==> images/class_map.png <==
Fill, decap, tap and diode cells in grey.
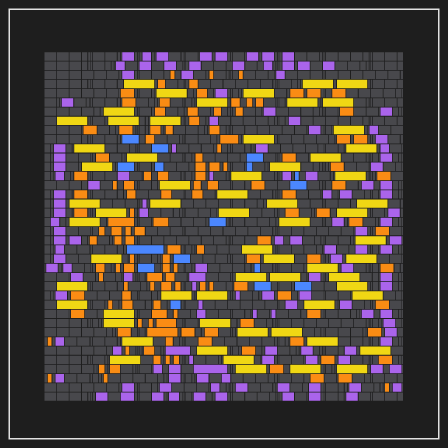
==> images/placed.png <==
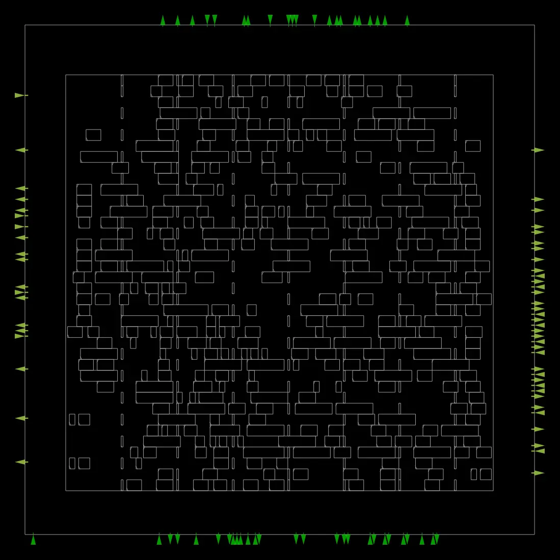
==> images/route_heat.png <==
Bar = 50 um. The die is cut into 25 by 25 equal tiles; black is low, pale yellow is high, scaled to the fullest tile. Values are wire area over tile area, all layers added.
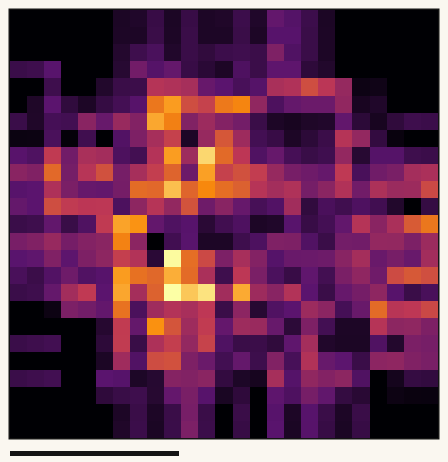
**src/rtl/insn_fetch.sv**
```systemverilog
// Instruction fetch stage: 1-cycle program memory reads feeding a prefetch FIFO toward decode.
// Define FETCH_PREFETCH_EN for a DEPTH-entry prefetch buffer; otherwise a single entry is used.
module insn_fetch #(
  parameter int          DEPTH    = 2,
  parameter logic [15:0] RESET_IP = 16'h0000
) (
  input  logic        clk,
  input  logic        rst,
  output logic [15:0] mem_addr,
  output logic        mem_rd,
  input  logic [15:0] mem_rdata,
  output logic [15:0] insn,
  output logic [15:0] insn_ip,
  output logic        insn_valid,
  input  logic        insn_ready,
  input  logic        load_ip,
  input  logic [15:0] new_ip,
  output logic [15:0] fetch_ip
);

`ifdef FETCH_PREFETCH_EN
  localparam int EFF = DEPTH;
`else
  // Single-entry build: DEPTH has no effect.
  localparam int EFF = 1 + 0 * DEPTH;
`endif
  localparam int          PW       = (EFF > 1) ? $clog2(EFF) : 1;
  localparam int          SLOTS    = 1 << PW;
  localparam int          CW       = $clog2(EFF) + 1;
  localparam int          AW       = CW + 1;
  localparam logic [15:0] START_IP = {RESET_IP[15:1], 1'b0};

  logic [15:0]   fetch_ip_r;
  logic [15:0]   infl_addr_r;
  logic          infl_r;
  logic [PW-1:0] wr_ptr_r;
  logic [PW-1:0] rd_ptr_r;
  logic [CW-1:0] count_r;
  logic [15:0]   data_r [SLOTS];
  logic [15:0]   addr_r [SLOTS];

  logic          pop_s;
  logic          fill_s;
  logic          issue_s;
  logic [AW-1:0] level_s;
  logic          unused_bit_s;

  function automatic logic [PW-1:0] ptr_next(input logic [PW-1:0] p);
    if (p == PW'(EFF - 1)) begin
      ptr_next = {PW{1'b0}};
    end else begin
      ptr_next = p + PW'(1);
    end
  endfunction

  // Handshake, kill and issue decisions for the current cycle.
  always_comb begin
    pop_s   = insn_valid & insn_ready & ~load_ip;
    fill_s  = infl_r & ~load_ip;
    level_s = AW'(count_r) + AW'(infl_r) - AW'(pop_s);
    issue_s = ~rst & ~load_ip & (level_s < AW'(EFF));
  end

  assign unused_bit_s = new_ip[0];
  assign insn_valid   = (count_r != CW'(0));
  assign insn         = data_r[rd_ptr_r];
  assign insn_ip      = addr_r[rd_ptr_r];
  assign mem_rd       = issue_s;
  assign mem_addr     = fetch_ip_r;
  assign fetch_ip     = fetch_ip_r;

  // Fetch pointer, in-flight tracking and FIFO state; a redirect flushes everything.
  always_ff @(posedge clk or posedge rst) begin
    if (rst) begin
      fetch_ip_r  <= START_IP;
      infl_addr_r <= 16'h0000;
      infl_r      <= 1'b0;
      wr_ptr_r    <= {PW{1'b0}};
      rd_ptr_r    <= {PW{1'b0}};
      count_r     <= CW'(0);
      for (int i = 0; i < SLOTS; i++) begin
        data_r[i] <= 16'h0000;
        addr_r[i] <= 16'h0000;
      end
    end else if (load_ip) begin
      fetch_ip_r <= {new_ip[15:1], 1'b0};
      infl_r     <= 1'b0;
      wr_ptr_r   <= {PW{1'b0}};
      rd_ptr_r   <= {PW{1'b0}};
      count_r    <= CW'(0);
    end else begin
      if (issue_s) begin
        fetch_ip_r <= fetch_ip_r + 16'd2;
      end
      infl_r      <= issue_s;
      infl_addr_r <= fetch_ip_r;
      if (fill_s) begin
        data_r[wr_ptr_r] <= mem_rdata;
        addr_r[wr_ptr_r] <= infl_addr_r;
        wr_ptr_r         <= ptr_next(wr_ptr_r);
      end
      if (pop_s) begin
        rd_ptr_r <= ptr_next(rd_ptr_r);
      end
      count_r <= count_r + CW'(fill_s) - CW'(pop_s);
    end
  end

endmodule

```
**config.mk**
```make
export PLATFORM = sky130hd
export DESIGN_NAME = insn_fetch
export DESIGN_NICKNAME = d
export VERILOG_FILES = /design/src/rtl/insn_fetch.sv
export SDC_FILE = /design/constraint.sdc
export NUM_CORES = 1
export LEC_CHECK = 0
export ABC_CLOCK_PERIOD_IN_PS = 2780
export CELL_PAD_IN_SITES_DETAIL_PLACEMENT = 1
export CELL_PAD_IN_SITES_GLOBAL_PLACEMENT = 2
export CORE_MARGIN = 10
export CORE_UTILIZATION = 25
export CTS_BUF_LIST = sky130_fd_sc_hd__clkbuf_8
export DETAILED_ROUTE_END_ITERATION = 16
export GPL_TIMING_DRIVEN = 0
export PLACE_DENSITY_LB_ADDON = 0.12
export RECOVER_POWER = 25
export SKIP_LAST_GASP = 1
export SLEW_MARGIN = 20
export SYNTH_ARGS = -nofsm -noshare
export SYNTH_HDL_FRONTEND = slang
export SYNTH_SLANG_ARGS = --single-unit
```
**constraint.sdc**
```tcl
create_clock -name clk -period 2.78 [get_ports clk]
set_input_delay 0.556 -clock clk [delete_from_list [all_inputs] [get_ports clk]]
set_output_delay 0.556 -clock clk [all_outputs]
set_load 0.02 [all_outputs]
```
==> summary.txt <==
The synthesis and PnR run went through. Floorplan row count landed at 38. Measured along the y axis, the die boundary spans 127 um. The critical path goes through clkbuf_1 -> clkbuf_8 -> nor2_2 -> ha_1 -> inv_2 -> ha_4 -> or3_4 -> nor2_4 -> buf_6. Width of the die landed at 127 um.

The detailed router placed 2,155 vias in this run. Derived from the worst setup path, the maximum achievable clock frequency is 0.374 GHz. The final report lists a non-filler cell total of 483. In this run the static leakage power is 1.78 nW. The launch point of the worst register-to-register path is recorded as insn_valid$_DFF_PP0_.

Part of the cycle the worst path needs landed at 0.962. After layout, the design draws a total of 3.26 mW. Mean post-synth cell area landed at 12.9 um2. Timing analysis after detailed placement gives a worst setup slack of -1380 ps. Largest net degree at the start of global routing landed at 51. Per the OpenROAD floorplan log, the area of the core is 11,000 um2. The flow ran to the end, and the final reports show no timing, DRC or antenna violations. Instance tally after logic synthesis landed at 221. In this run the worst path has a maximum fanout of 4. Per Yosys stat, the portion of area used by sequential elements is 0.555.

Initial antenna violation count landed at 0. For the final routed database, the setup TNS stands at 0 ps. Maximum level of the CTS H-tree landed at 3. Met2 track demand over resource in global routing landed at 0.181. Peak ir drop on the vdd network landed at 0.000303 V. For this run, the leading register cell type out of synthesis is dfrtp_1. Buffers inserted during clock tree synthesis total 9. The worst hold path passes through 2 cells. Endpoints with negative setup slack in the final report add up to 0. For this design, the CTS-stage hold fixing added 0 buffers.

After synthesis, the largest family of logic cells by area is multiplexers. Clock transition time at the flip-flop clock pins of the worst setup and hold paths landed at 60 ps. Worst slew margin relative to its limit landed at 0.480.

The first detailed-routing pass took 4 iterations. The global routing report lists met1 layer usage as 0.131. Number of nets with antenna violations after detailed routing landed at 0.

Net total in the final layout landed at 377. TritonCTS built the clock tree. Max-slew violation total from the final report landed at 0. Proportion of synthesized area in mux cells landed at 0.178. The worst setup path is launched from an input pin. Number of hold violations in the final report landed at 0. By startpoint and endpoint, the worst setup path is classified as input pin to output port. STA lists the endpoint of the worst register-to-register path as fetch_ip[11]$_DFFE_PP0P_. On met3, the global router reports a usage of 0.0508. 102 I/O pins were placed.

The clock reaches the later pin of the worst-skew pair after 340 ps. The via count of the first global-routing pass came to 2,432. For this run, the chip area from Yosys synthesis comes to 2840 um2. The tightest min-delay check is of the register to register type. Number of distinct library cells after synthesis landed at 36. Post-synthesis share of cell area spent on and-or and or-and gates landed at 0.0801. Clock sink total landed at 63. Per the synthesis report, the XOR/XNOR share of the synthesized area is 0.00924. Placed wire-length estimate landed at 6460 um. Fraction of layout instances using a drive strength above 1 landed at 0.286. Port buffering added 97 buffers. With fillers left out, the area of the finished cells amounts to 4320 um2. The post-synth register bit count is 63. In the routed layout, each cell is associated on average with a via count of 4.46. The startpoint identified for the worst hold timing path is infl_addr_r[3]$_DFFE_PP0N_. Summing over the stages, the warning tally comes to 27. The critical path in the final layout is reported with a setup slack of 106 ps. Power density normalized to cell area landed at 756 nW/um2. TritonRoute reported its final design rule violation total as 0.
Notes on class_map.png above:
Yellow is registers, cells 63, share of their area 38%. Blue is clock drivers and dummy loads, cells 16, share of their area 4.8%. Purple is remaining buffers and delay cells, cells 132, share of their area 30%. Orange is remaining logic cells, cells 132, share of their area 27%.

Notes on placed.png above:
tapcell count: 140
sequential share of cell area: 0.365

Notes on route_heat.png above:
18% of the tiles are nearly empty. The mean over all tiles is 0.086. The fullest tile reaches 0.34. 12% of the tiles are over half the peak.

==> stage by stage <==
step / hold WS (ps) / util
6_report: 483 / 0.393
5_1_grt: 517 / 0.393
4_1_cts: 487 / 0.392
3_5_place_dp: 473 / 0.368
3_3_place_gp: 463 / 0.365
2_1_floorplan: 443 / -
==> how the worst max path moves through the flow <==
stage,slack (ps),from,cells after the start,to
floorplan,4,load_ip,11,fetch_ip[15]$_DFFE_PP0P_
CTS,8,insn_ready,10,mem_rd
global route,7,insn_ready,9,mem_rd
finish,110,load_ip,9,mem_rd
detailed placement,-1380,load_ip,11,mem_rd
global placement,-1350,load_ip,11,mem_rd
==> flip-flops by register name, indices dropped and copies added, names as in the netlist <==
register     cells
infl_r           1
addr_r          15
infl_addr_r     15
insn_valid       1
fetch_ip        15
data_r          16
==> tightest hold or removal path, stage by stage, from the launching register on <==
cell and delay, ps:
dfrtp_1 340, nand2_1 40, o21ai_0 60
==> cells in the mapped netlist, types with 3 or more instances <==
cell      number
dfrtp_1       63
mux2_2        45
buf_4         18
inv_1         10
a311oi_1       8
clkbuf_1       8
nor2_1         7
a211oi_1       6
and3_1         6
nand2_1        6
nor2b_1        6
a221oi_1       5
and4_1         4
ha_1           3
nor3_1         3
==> timing repair <==
action,4_1_cts,5_1_grt
endpoints found under the setup margin,16,6
gates resized,18,2
pin swaps,3,5
setup buffers,5,3
==> metal layers <==
layer	vias to the layer above	routed length (um)
met5	-	0
met4	0	79
met3	7	711
met2	67	4100
met1	1063	3740
li1	1018	-
==> final cells by class <==
class | instances | area, um2
Inverter | 10 | 38.8
Timing Repair Buffer | 106 | 1060
Fill cell | 1191 | 6660
Multi-Input combinational cell | 122 | 1090
Tap cell | 140 | 175
Sequential cell | 63 | 1580
Clock inverter | 6 | 60.1
Clock buffer | 10 | 138
Buffer | 26 | 175
==> report_power, final <==
group	total, mW	leakage, nW	switching (mW)	internal, mW
Clock	0.793	0.104	0.358	0.435
Combinational	1.19	0.945	0.547	0.640
Sequential	1.28	0.733	0.143	1.14
Total	3.26	1.78	1.05	2.22
==> cells in the final DEF, fill, tap and decap left out, types with 2 or more instances in the layout <==
master           count
clkdlybuf4s50_1     93
dfrtp_1             63
mux2_2              45
buf_4               24
clkbuf_8            11
inv_1                9
clkbuf_1             8
a311oi_1             8
nor2_1               6
nand2_1              6
a211oi_1             6
nor2b_1              6
and3_1               6
a221oi_1             5
and4_1               4
nor3_1               3
conb_1               3
xnor2_1              2
o21ai_0              2
ha_1                 2
clkinv_2             2
==> cells by family (layout without fill, tap and decap cells) <==
kind of cell	count (synthesis)	count (layout)
mux	45	45
buf+inv	38	158
simple gates	41	41
flops	63	63
compound gates	27	27
fa+ha+maj	3	3
other cells	1	3
xor+xnor	3	3
Power and IR drop assume default switching activity.
